File: src/rtl/medfilt_stream_ctrl.sv
// Flow controller for the 3x3 median core: AXI-Stream gating, flush
// injection, output re-framing through a 2-entry skid FIFO.
module medfilt_stream_ctrl #(
    parameter int DATA_WIDTH   = 8,
    parameter int FRAME_WIDTH  = 640,
    parameter int FRAME_HEIGHT = 512,
    parameter int PIPE_LATENCY = 2 * FRAME_WIDTH + 12
) (
    input  logic                  clk,
    input  logic                  rst_n,
    input  logic [DATA_WIDTH-1:0] s_tdata,
    input  logic                  s_tvalid,
    output logic                  s_tready,
    input  logic                  s_tuser,
    input  logic                  s_tlast,
    output logic [DATA_WIDTH-1:0] m_tdata,
    output logic                  m_tvalid,
    input  logic                  m_tready,
    output logic                  m_tuser,
    output logic                  m_tlast,
    output logic                  core_en,
    output logic [DATA_WIDTH-1:0] core_din,
    input  logic [DATA_WIDTH-1:0] core_dout,
    output logic                  busy,
    output logic                  frame_done,
    output logic                  err_sof,
    output logic                  err_eol,
    input  logic                  clr_err
);
    localparam int NPIX = FRAME_WIDTH * FRAME_HEIGHT;
    localparam int NEN  = NPIX + PIPE_LATENCY;
    localparam int IN_W = $clog2(NPIX > 1 ? NPIX : 2);
    localparam int EN_W = $clog2(NEN > 1 ? NEN : 2);
    localparam int CW   = $clog2(FRAME_WIDTH > 1 ? FRAME_WIDTH : 2);
    localparam int RW   = $clog2(FRAME_HEIGHT > 1 ? FRAME_HEIGHT : 2);

    localparam logic [IN_W-1:0] IN_LAST = IN_W'(NPIX - 1);
    localparam logic [EN_W-1:0] EN_LAST = EN_W'(NEN - 1);
    localparam logic [EN_W-1:0] EN_PL   = EN_W'(PIPE_LATENCY);
    localparam logic [CW-1:0]   COL_LAST = CW'(FRAME_WIDTH - 1);
    localparam logic [RW-1:0]   ROW_LAST = RW'(FRAME_HEIGHT - 1);

    typedef enum logic [1:0] {IDLE, RUN, FLUSH, DRAIN} state_t;

    state_t                state_q;
    logic [IN_W-1:0]       in_cnt_q;
    logic [CW-1:0]         in_col_q;
    logic [EN_W-1:0]       en_cnt_q;
    logic [CW-1:0]         out_col_q;
    logic [RW-1:0]         out_row_q;
    logic                  inflight_q;
    logic                  cap_q;
    logic [DATA_WIDTH-1:0] mem_q [2];
    logic                  wr_q;
    logic                  rd_q;
    logic [1:0]            cnt_q;
    logic                  err_sof_q;
    logic                  err_eol_q;

    logic credit, accept, in_phase, push, pop;
    logic sof_bad, eol_bad, out_last;

    // inflight enables reserve a FIFO slot before their result arrives
    assign credit   = ({1'b0, cnt_q} + {2'b00, inflight_q}) < 3'd2;
    assign in_phase = (state_q == IDLE) || (state_q == RUN);
    assign s_tready = rst_n && credit && in_phase;
    assign accept   = s_tvalid && s_tready;

    assign core_en = rst_n && (
        (state_q == IDLE  && accept && s_tuser) ||
        (state_q == RUN   && accept) ||
        (state_q == FLUSH && credit));
    assign core_din = (state_q == FLUSH) ? '0 : s_tdata;

    assign push     = cap_q;
    assign m_tvalid = (cnt_q != 2'd0);
    assign pop      = m_tvalid && m_tready;
    assign m_tdata  = mem_q[rd_q];
    assign m_tuser  = m_tvalid && out_col_q == '0 && out_row_q == '0;
    assign m_tlast  = m_tvalid && out_col_q == COL_LAST;
    assign out_last = out_col_q == COL_LAST && out_row_q == ROW_LAST;

    assign frame_done = (state_q == DRAIN) && pop && out_last;
    assign busy       = (state_q != IDLE);
    assign err_sof    = err_sof_q;
    assign err_eol    = err_eol_q;

    assign sof_bad = accept &&
        ((state_q == IDLE && !s_tuser) || (state_q == RUN && s_tuser));
    assign eol_bad = accept && (s_tlast != (in_col_q == COL_LAST));

    always_ff @(posedge clk or negedge rst_n) begin
        if (!rst_n) begin
            state_q    <= IDLE;
            in_cnt_q   <= '0;
            in_col_q   <= '0;
            en_cnt_q   <= '0;
            out_col_q  <= '0;
            out_row_q  <= '0;
            inflight_q <= 1'b0;
            cap_q      <= 1'b0;
            mem_q[0]   <= '0;
            mem_q[1]   <= '0;
            wr_q       <= 1'b0;
            rd_q       <= 1'b0;
            cnt_q      <= 2'd0;
            err_sof_q  <= 1'b0;
            err_eol_q  <= 1'b0;
        end else begin
            inflight_q <= core_en;
            cap_q      <= core_en && (en_cnt_q >= EN_PL);

            if (core_en)
                en_cnt_q <= (en_cnt_q == EN_LAST) ? '0 : en_cnt_q + 1'b1;

            if (core_en && in_phase) begin
                in_cnt_q <= (in_cnt_q == IN_LAST) ? '0 : in_cnt_q + 1'b1;
                in_col_q <= (in_col_q == COL_LAST) ? '0 : in_col_q + 1'b1;
            end

            if (push) begin
                mem_q[wr_q] <= core_dout;
                wr_q        <= ~wr_q;
            end
            if (pop) begin
                rd_q      <= ~rd_q;
                out_col_q <= (out_col_q == COL_LAST) ? '0 : out_col_q + 1'b1;
                if (out_col_q == COL_LAST)
                    out_row_q <= (out_row_q == ROW_LAST) ? '0 : out_row_q + 1'b1;
            end
            cnt_q <= cnt_q + {1'b0, push} - {1'b0, pop};

            // a new error in the clearing cycle still gets recorded
            if (clr_err) begin
                err_sof_q <= 1'b0;
                err_eol_q <= 1'b0;
            end
            if (sof_bad) err_sof_q <= 1'b1;
            if (eol_bad) err_eol_q <= 1'b1;

            unique case (state_q)
                IDLE: begin
                    if (core_en)
                        state_q <= (in_cnt_q == IN_LAST) ? FLUSH : RUN;
                end
                RUN: begin
                    if (core_en && in_cnt_q == IN_LAST)
                        state_q <= FLUSH;
                end
                FLUSH: begin
                    if (core_en && en_cnt_q == EN_LAST)
                        state_q <= DRAIN;
                end
                DRAIN: begin
                    if (frame_done)
                        state_q <= IDLE;
                end
                default: state_q <= IDLE;
            endcase
        end
    end
endmodule

File: config.mk
export PLATFORM = sky130hd
export DESIGN_NAME = medfilt_stream_ctrl
export DESIGN_NICKNAME = d
export VERILOG_FILES = /design/src/rtl/medfilt_stream_ctrl.sv
export SDC_FILE = /design/constraint.sdc
export NUM_CORES = 1
export LEC_CHECK = 0
export ABC_AREA = 1
export CAP_MARGIN = 10
export CORE_MARGIN = 4
export CORE_UTILIZATION = 45
export CTS_CLUSTER_DIAMETER = 150
export CTS_CLUSTER_SIZE = 14
export DETAILED_ROUTE_END_ITERATION = 12
export SLEW_MARGIN = 20
export SYNTH_ARGS = -nofsm -noshare
export SYNTH_HDL_FRONTEND = slang
export SYNTH_SLANG_ARGS = --single-unit
File: constraint.sdc
create_clock -name clk -period 3.4 [get_ports clk]
set_clock_uncertainty 0.15 [all_clocks]
set_input_delay 0.51 -clock clk [delete_from_list [all_inputs] [get_ports clk]]
set_output_delay 0.51 -clock clk [all_outputs]
set_load 0.005 [all_outputs]
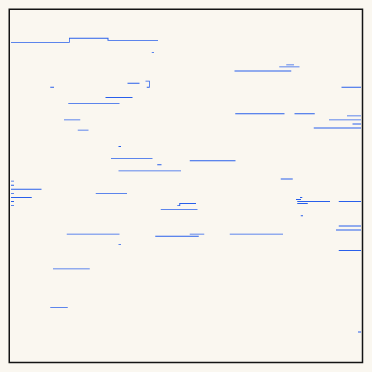
(metal 3)
Scale: 3 px per um.
share of all routed wire = 3.5%
nets with wire on the layer = 41
longest straight run = 20.5 um
wire length on this layer = 402 um
met3 Use GR: 0.0386
total number of vias: 4626
total wire length: 11.7 mm

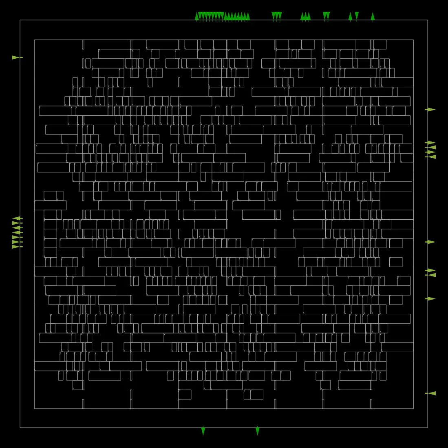
(cell placement)
Seq cells: 93
row count: 39
Fillers: 1107
Placeable Area: 11600 um2

==> run notes <==
run metrics: outcome complete, no violations, async set or reset register ratio after synthesis 1.00, met1 Track Usage GR 0.247, most frequent cells in the layout nand2_1 (167), dfrtp_1 (93), inv_1 (89), register clock-pin slew on the reported worst setup and hold paths 0.07 ns, minimum clock period 3.13 ns, wire length on met3 401 um, max_cap viols 0, Worst-Margin Slew 0.675 ns, Setup Buffers After CTS 0, critical-path cell list inv_1 > ha_1 > nor2_2 > nor2_4 > nand4_2 > nand2_4 > nand2_2 > inv_2 > clkdlybuf4s50_1, Latency at later pin 0.35 ns, crit share post-route 0.920, clk buf depth 2, initial antenna violation count 0, invs w/o clock 92, flop share of the area 0.373, pwr dens 766 nW/um2, Top Layer Used met4, WP data required 2.74 ns, routability cong. 0.882, Comb group 1710 uW, setup TNS 0 ns, Yosys reg bits 93, DR WL met2 5.47 mm, layout cells sized above 1 0.0523, max-slew violations 0, CP Capture Type output port, Commonest flop dfrtp_1, most numerous logic cell after layout nand2_1, width of the die 117 um, Sw Share 0.397, Syn Inst Count 697, Yosys chip area 5370 um2, worst min path class in2async, Peak Freq 320 MHz, total number of yosys warnings 0, Vias per Instance 5.21, Avg Cell Area, Syn 7.70 um2, Layout Nets 778, CP Max Fanout 17, number of enable flip-flop cells 0, diode count 0, crit path DAT 2.47 ns, die height 117 um, Log Warnings 33, unrepaired setup endpoints after global routing no, Adder Area Share 0.0350, slowest CP cell clkdlybuf4s50_1, largest family of logic cells by area simple AND/OR/NAND/NOR gates, Buffers, non-clock 51, wire per inst 13.1 um, Synth Area in Compound Gates 0.0748, CP delay by family, top buffers and inverters, clk root buf clkbuf_16, CLK BUF 9, Worst Path Buf+Inv 3, total number of clock tree sinks 93, drt pass-1 iters 5, Most Crowded Layer GR met2, Starting Density 0.464, pin count of the biggest net entering global routing 54, input/output buffers 47, # hold bufs at CTS 0
## worst max path at each step
stage / startpoint / end / slack [ns] / depth (start not counted)
6_report: state_q[0] / core_en / 0.27 / 9
5_1_grt: state_q[0] / core_en / 0.09 / 9
4_1_cts: state_q[0] / core_en / 0.26 / 9
3_5_place_dp: s_tuser / core_en / 0.50 / 8
3_3_place_gp: s_tuser / core_en / 0.51 / 8
2_1_floorplan: state_q[0] / core_en / 1.30 / 9
## per-stage QoR
step	cell area, um2	worst slack (ns)	cells	util
3_5_place_dp	5930	0.504	872	0.513
3_3_place_gp	5930	0.514	872	0.513
4_1_cts	6240	0.259	888	0.540
2_1_floorplan	5370	1.30	697	-
5_1_grt	6240	0.0933	888	0.540
6_report	6240	0.271	888	0.540
No activity file was given, so power comes from the tool's default toggle rates.
